`config.mk`:
```
export PLATFORM = sky130hd
export DESIGN_NAME = wb_byte_master
export DESIGN_NICKNAME = d
export VERILOG_FILES = /design/src/rtl/wb_byte_pkg.sv /design/src/rtl/wb_byte_shifter.sv /design/src/rtl/wb_byte_master.sv
export SDC_FILE = /design/constraint.sdc
export NUM_CORES = 1
export LEC_CHECK = 0
export ABC_AREA = 1
export CORE_MARGIN = 5
export CORE_UTILIZATION = 54
export DETAILED_ROUTE_END_ITERATION = 16
export MAX_ROUTING_LAYER = met4
export PLACE_DENSITY = 0.86
export SYNTH_ARGS = -nofsm -noshare
export SYNTH_HDL_FRONTEND = slang
export SYNTH_HIERARCHICAL = 1
export SYNTH_SLANG_ARGS = --single-unit
```
`constraint.sdc`:
```
create_clock -name wb_clk_i -period 4.9 [get_ports wb_clk_i]
set_input_delay 0.98 -clock wb_clk_i [delete_from_list [all_inputs] [get_ports wb_clk_i]]
set_output_delay 0.98 -clock wb_clk_i [all_outputs]
set_load 0.02 [all_outputs]
```
`src/rtl/wb_byte_pkg.sv`:
```
// Shared constants for the byte-stream to Wishbone bridge: opcodes,
// response codes and FSM state encoding.
package wb_byte_pkg;

  localparam logic [7:0] OP_WR   = 8'h57;  // 'W'
  localparam logic [7:0] OP_RD   = 8'h52;  // 'R'
  localparam logic [7:0] RSP_OK  = 8'h4B;  // 'K'
  localparam logic [7:0] RSP_TMO = 8'h45;  // 'E'
  localparam logic [7:0] RSP_BAD = 8'h3F;  // '?'

  typedef enum logic [2:0] {
    S_IDLE,
    S_ADDR,
    S_WDATA,
    S_BUS,
    S_RESP
  } state_t;

  // Single-byte responses sit in the top byte so they go out first.
  function automatic logic [31:0] rsp_word(input logic [7:0] code);
    return {code, 24'h0};
  endfunction

endpackage

```
`src/rtl/wb_byte_shifter.sv`:
```
// 4-byte MSB-first shift register with a byte count; assembles incoming
// words and serializes outgoing ones (last = next shift is the 4th byte).
module wb_byte_shifter (
  input  logic        clk,
  input  logic        rst_n,
  input  logic        clr,
  input  logic        load,
  input  logic [31:0] load_data,
  input  logic [2:0]  load_cnt,
  input  logic        shift,
  input  logic [7:0]  shift_in,
  output logic [31:0] data,
  output logic        last
);

  logic [2:0] cnt;

  always_ff @(posedge clk or negedge rst_n) begin
    if (!rst_n) begin
      data <= '0;
      cnt  <= '0;
    end else if (load) begin
      data <= load_data;
      cnt  <= load_cnt;
    end else if (shift) begin
      data <= {data[23:0], shift_in};
      cnt  <= cnt + 3'd1;
    end else if (clr) begin
      cnt  <= '0;
    end
  end

  assign last = (cnt == 3'd3);

endmodule

```
`src/rtl/wb_byte_master.sv`:
```
// Byte-stream command interface driving a Wishbone classic master port:
// frames 'W'/'R' + address (+ data), issues one access, returns a response.
module wb_byte_master
  import wb_byte_pkg::*;
#(
  parameter int unsigned TIMEOUT_CYC = 255,
  parameter logic [3:0]  SEL_DEFAULT = 4'hF
) (
  input  logic        wb_clk_i,
  input  logic        wb_rst_n_i,
  input  logic        in_valid_i,
  input  logic [7:0]  in_data_i,
  output logic        in_ready_o,
  output logic        out_valid_o,
  output logic [7:0]  out_data_o,
  input  logic        out_ready_i,
  output logic        wb_cyc_o,
  output logic        wb_stb_o,
  output logic        wb_we_o,
  output logic [31:0] wb_adr_o,
  output logic [31:0] wb_dat_o,
  output logic [3:0]  wb_sel_o,
  input  logic [31:0] wb_dat_i,
  input  logic        wb_ack_i,
  output logic        busy_o
);

  localparam logic [15:0] TMO_LAST = 16'(TIMEOUT_CYC - 1);

  state_t      state, nxt;
  logic        run_q, cyc_q, cyc_d, we_q;
  logic [15:0] tmo_q;
  logic        in_fire, out_fire, ack_ok, tmo_hit;
  logic        adr_clr, adr_shift, adr_last;
  logic        dat_clr, dat_shift, dat_load, dat_last;
  logic [31:0] adr_q, dat_q, dat_ld;
  logic [2:0]  dat_ld_cnt;
  logic [7:0]  dat_in;

  // run_q keeps in_ready low through reset and the first cycle after it.
  assign in_ready_o  = run_q && (state == S_IDLE || state == S_ADDR || state == S_WDATA);
  assign in_fire     = in_valid_i && in_ready_o;
  assign out_valid_o = (state == S_RESP);
  assign out_fire    = out_valid_o && out_ready_i;
  assign out_data_o  = dat_q[31:24];
  assign busy_o      = (state != S_IDLE);

  assign wb_cyc_o = cyc_q;
  assign wb_stb_o = cyc_q;
  assign wb_we_o  = we_q;
  assign wb_adr_o = adr_q;
  assign wb_dat_o = dat_q;
  assign wb_sel_o = SEL_DEFAULT;

  // Ack wins over timeout when both land in the same cycle.
  assign ack_ok  = cyc_q && wb_ack_i;
  assign tmo_hit = cyc_q && !wb_ack_i && (tmo_q == TMO_LAST);
  assign dat_in  = (state == S_WDATA) ? in_data_i : 8'h00;

  wb_byte_shifter u_adr (
    .clk(wb_clk_i), .rst_n(wb_rst_n_i), .clr(adr_clr), .load(1'b0),
    .load_data(32'h0), .load_cnt(3'd0), .shift(adr_shift), .shift_in(in_data_i),
    .data(adr_q), .last(adr_last)
  );

  // Write data on the way in, response bytes on the way out.
  wb_byte_shifter u_dat (
    .clk(wb_clk_i), .rst_n(wb_rst_n_i), .clr(dat_clr), .load(dat_load),
    .load_data(dat_ld), .load_cnt(dat_ld_cnt), .shift(dat_shift), .shift_in(dat_in),
    .data(dat_q), .last(dat_last)
  );

  always_ff @(posedge wb_clk_i or negedge wb_rst_n_i) begin
    if (!wb_rst_n_i) state <= S_IDLE;
    else             state <= nxt;
  end

  always_comb begin
    nxt        = state;
    adr_clr    = 1'b0;
    adr_shift  = 1'b0;
    dat_clr    = 1'b0;
    dat_shift  = 1'b0;
    dat_load   = 1'b0;
    dat_ld     = '0;
    dat_ld_cnt = '0;
    case (state)
      S_IDLE: if (in_fire) begin
        if (in_data_i == OP_WR || in_data_i == OP_RD) begin
          nxt     = S_ADDR;
          adr_clr = 1'b1;
        end else begin
          nxt        = S_RESP;
          dat_load   = 1'b1;
          dat_ld     = rsp_word(RSP_BAD);
          dat_ld_cnt = 3'd3;
        end
      end
      S_ADDR: if (in_fire) begin
        adr_shift = 1'b1;
        if (adr_last) begin
          nxt     = we_q ? S_WDATA : S_BUS;
          dat_clr = we_q;
        end
      end
      S_WDATA: if (in_fire) begin
        dat_shift = 1'b1;
        if (dat_last) nxt = S_BUS;
      end
      S_BUS: begin
        if (ack_ok) begin
          nxt        = S_RESP;
          dat_load   = 1'b1;
          dat_ld     = we_q ? rsp_word(RSP_OK) : wb_dat_i;
          dat_ld_cnt = we_q ? 3'd3 : 3'd0;
        end else if (tmo_hit) begin
          nxt        = S_RESP;
          dat_load   = 1'b1;
          dat_ld     = rsp_word(RSP_TMO);
          dat_ld_cnt = 3'd3;
        end
      end
      S_RESP: if (out_fire) begin
        dat_shift = 1'b1;
        if (dat_last) nxt = S_IDLE;
      end
      default: nxt = S_IDLE;
    endcase
    // cyc comes up one cycle after entering BUS and falls on the edge that leaves it.
    cyc_d = (state == S_BUS) && (nxt == S_BUS);
  end

  always_ff @(posedge wb_clk_i or negedge wb_rst_n_i) begin
    if (!wb_rst_n_i) begin
      run_q <= 1'b0;
      cyc_q <= 1'b0;
      we_q  <= 1'b0;
      tmo_q <= '0;
    end else begin
      run_q <= 1'b1;
      cyc_q <= cyc_d;
      if (state == S_IDLE && in_fire) we_q <= (in_data_i == OP_WR);
      tmo_q <= (cyc_q && !wb_ack_i && !tmo_hit) ? tmo_q + 16'd1 : 16'd0;
    end
  end

endmodule
```
==> out/metrics.cfg <==
[worst_setup_path]
rrSetupSlack_ns=2.34
path_max_fanout=35
cp_cell_sequence=clkdlybuf4s50_1 -> nand2_1 -> nor3_1 -> nand3_1 -> nand2_1 -> nand2_1 -> inv_2 -> nand3_1 -> nand3_1
critPathTopFamily=simple AND/OR/NAND/NOR gates

[synthesis]
ys_cells=676
synth_top_flop_cell=dfrtp_1
ys_warn_count=6
ys_top_cells_by_area=dfrtp_1 (44%), nand3_1 (15%), nand2_1 (14%)
top_cell=nand2_1
avgSynthCellArea_um2=7.663
synth_cell_types=30
mux_share_pct=0
ys_async_sr_fraction_pct=100.0
ys_sh_aoi_pct=0.7971
top_area_cell=dfrtp_1
synth.top_cells.by_count=nand2_1 (192), nand3_1 (157), dfrtp_1 (92)
ys_sh_xor_pct=1.691
ys_seq_share_pct=44.44
ys.flops=92
synth_chip_area_um2=5180

[global_route]
antenna_found_initial=0
grt_overflow=0
track_usage_pct=25.95

[run]
warning_count=27
drv_cap=0

[sta]
finalSetupViolations=0
worst_pin_slew_ns=1.171
hold_viol=0
max_freq_mhz=304.9
max_slew_margin_pct=21.96
rsz0062_at_grt=false
fin_ws_ns=1.621
tns_ns=0

[detailed_routing]
dr.pass1.iters=5
ant_nets=0
drc=0

[floorplan]
die_x_um=107.9
dieArea_um2=11650
rows=35
core_area_um2=9284
fp_util_pct=55.80

[placement]
placedInstanceArea_um2=6365
dp_slack_ns=1.335
dpl.hpwl_mm=10.08

[clock_network]
holdBufCountCts=0
cts_made_buffers=9
cts_resized=0
htreeDepth=3
cts_buffer_depth=2
clock_latency_ns=0.36
cts_tree=built

[status]
status=complete, no violations

[power]
power.total_uw=1773

[hold_path]
hp-class=flop to flop

## per-layer routing
metal	global-route usage (%)	share of wire, %	vias to the layer above
met5	-	0	-
met4	9.107	1.9	0
met3	4.836	8.4	30
met2	41.12	50	251
met1	33.66	40	2374
li1	-	-	2378
## sequential cells by signal, summed over array words and instances (netlist names)
name        count
run_q           1
state           3
tmo_q          16
u_adr/cnt       3
u_adr/data     32
u_dat/cnt       3
u_dat/data     32
wb_cyc_o        1
wb_we_o         1
## layout by cell type, fill, tap and decap left out
| cell type | netlist | routed |
|---|---|---|
| nor3b_1 | 1 | 1 |
| nor3_1 | 8 | 8 |
| o21ai_2 | 0 | 1 |
| nor4_2 | 0 | 1 |
| nor2_2 | 9 | 9 |
| nand2_2 | 2 | 2 |
| nand3_2 | 6 | 6 |
| nor2_8 | 2 | 2 |
| clkinv_1 | 1 | 1 |
| o21ai_0 | 5 | 4 |
| nor3_4 | 1 | 1 |
| nor2_1 | 69 | 69 |
| xor2_1 | 5 | 5 |
| clkinvlp_4 | 0 | 2 |
| clkbuf_8 | 0 | 9 |
| a21oi_1 | 2 | 2 |
| nand3b_1 | 4 | 4 |
| nand4_1 | 6 | 6 |
| buf_4 | 17 | 5 |
| clkinv_2 | 0 | 1 |
| inv_1 | 47 | 47 |
| nand3_1 | 157 | 157 |
| nor4_1 | 2 | 1 |
| conb_1 | 2 | 42 |
| a31oi_1 | 1 | 1 |
| ha_1 | 6 | 6 |
| inv_6 | 0 | 2 |
| bufinv_16 | 0 | 2 |
| dfrtp_1 | 92 | 92 |
| nor2_4 | 1 | 1 |
| clkdlybuf4s50_1 | 0 | 121 |
| nand2_1 | 192 | 192 |
| xnor2_1 | 5 | 5 |
| inv_2 | 3 | 3 |
## power by group
group / internal (µW) / switching, µW
clock network: 290 / 289
registers: 804 / 38.6
logic: 150 / 201
total: 1240 / 528
## worst register-to-register path: stages, from the launching register on
cell	delay, ns
dfrtp_1	0.54
nor2_1	0.12
nand4_1	0.16
inv_1	0.09
nand2_1	0.29
nand2_1	0.36
inv_2	0.59
nand3_1	0.20
nand3_1	0.15
## layout make-up
cell class              instances  area, µm²  area share (%)
repair buffers                126       1249           18.96
well taps                     129      161.4           2.451
flip-flops and latches         92       2302           34.95
multi-input cells             526       2461           37.37
inverters                      51      191.4           2.907
clock inverters                 7      97.59           1.482
clock buffers                   9      123.9           1.881
## path summary, 6_finish.rpt
check	start	endpoint	cells past startpoint
min	u_adr/data[25]	u_adr/data[25]	2
max reg2reg	state[2]	u_dat/data[22]	8
min in group asynchronous	wb_rst_n_i	tmo_q[8]	1
min reg2reg	u_adr/data[25]	u_adr/data[25]	2
max	in_data_i[6]	u_dat/data[22]	9
max in group asynchronous	wb_rst_n_i	wb_we_o	1
## cells by family (layout without fill, tap and decap cells)
| logic type | Yosys count | after routing |
|---|---|---|
| flip-flops | 92 | 92 |
| AND-OR/OR-AND | 8 | 8 |
| adder cells (fa/ha/maj) | 6 | 6 |
| other | 2 | 42 |
| buffers and inverters | 98 | 193 |
| XOR/XNOR | 10 | 10 |
| AND/OR/NAND/NOR | 460 | 460 |
### Metal 1

(4 px per µm) Supply wires on this layer in gray. Cells faint in the background.
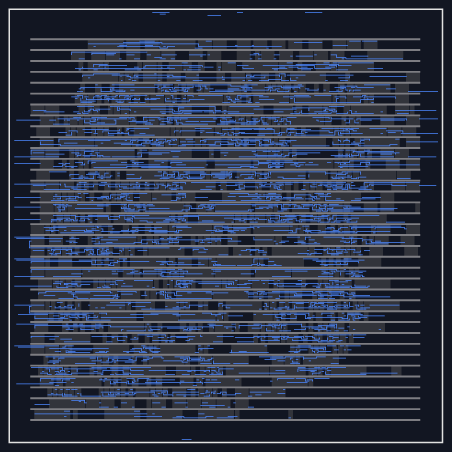
nets with wire on the layer	775
share of all routed wire	40%
longest straight run	47.8 µm

### Signal wires on met2

(4 px per µm)
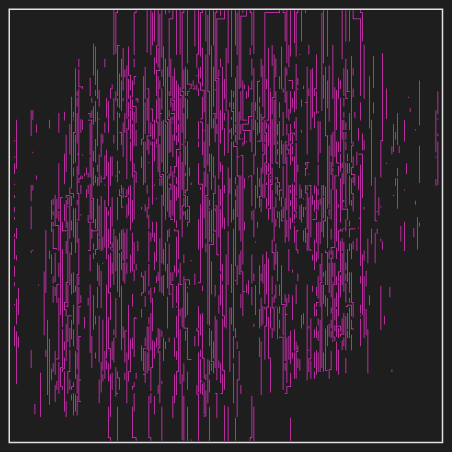
main direction	vertical
longest straight run	33.0 µm
nets with wire on the layer	712
share of all routed wire	50%
wire length on this layer	7210 µm
Detailed Route WL: 14.53 mm
met2 usage: 41.12%
Vias: 5033

### The metal 3 layer

(6 px per µm) Cells faint in the background.
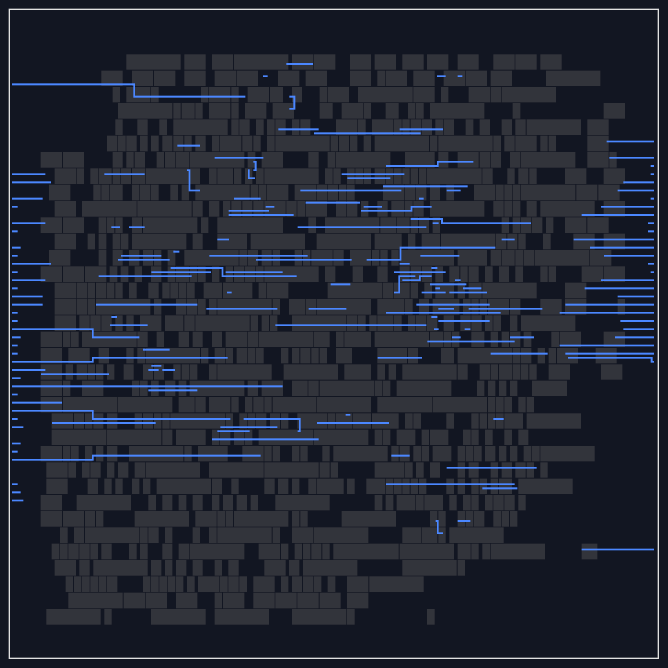
nets with wire on the layer	128
wire length on this layer	1220 µm
main direction	horizontal
longest straight run	44.9 µm
share of all routed wire	8.4%
met3 global-route usage: 4.836%

### Signal wires on met4

(3 px per µm) Supply wires on this layer in gray. Cells faint in the background.
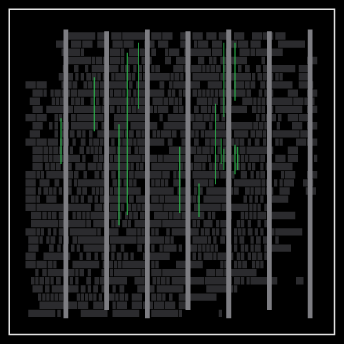
longest straight run	53.7 µm
share of all routed wire	1.9%
main direction	vertical

Power and IR drop assume default switching activity.
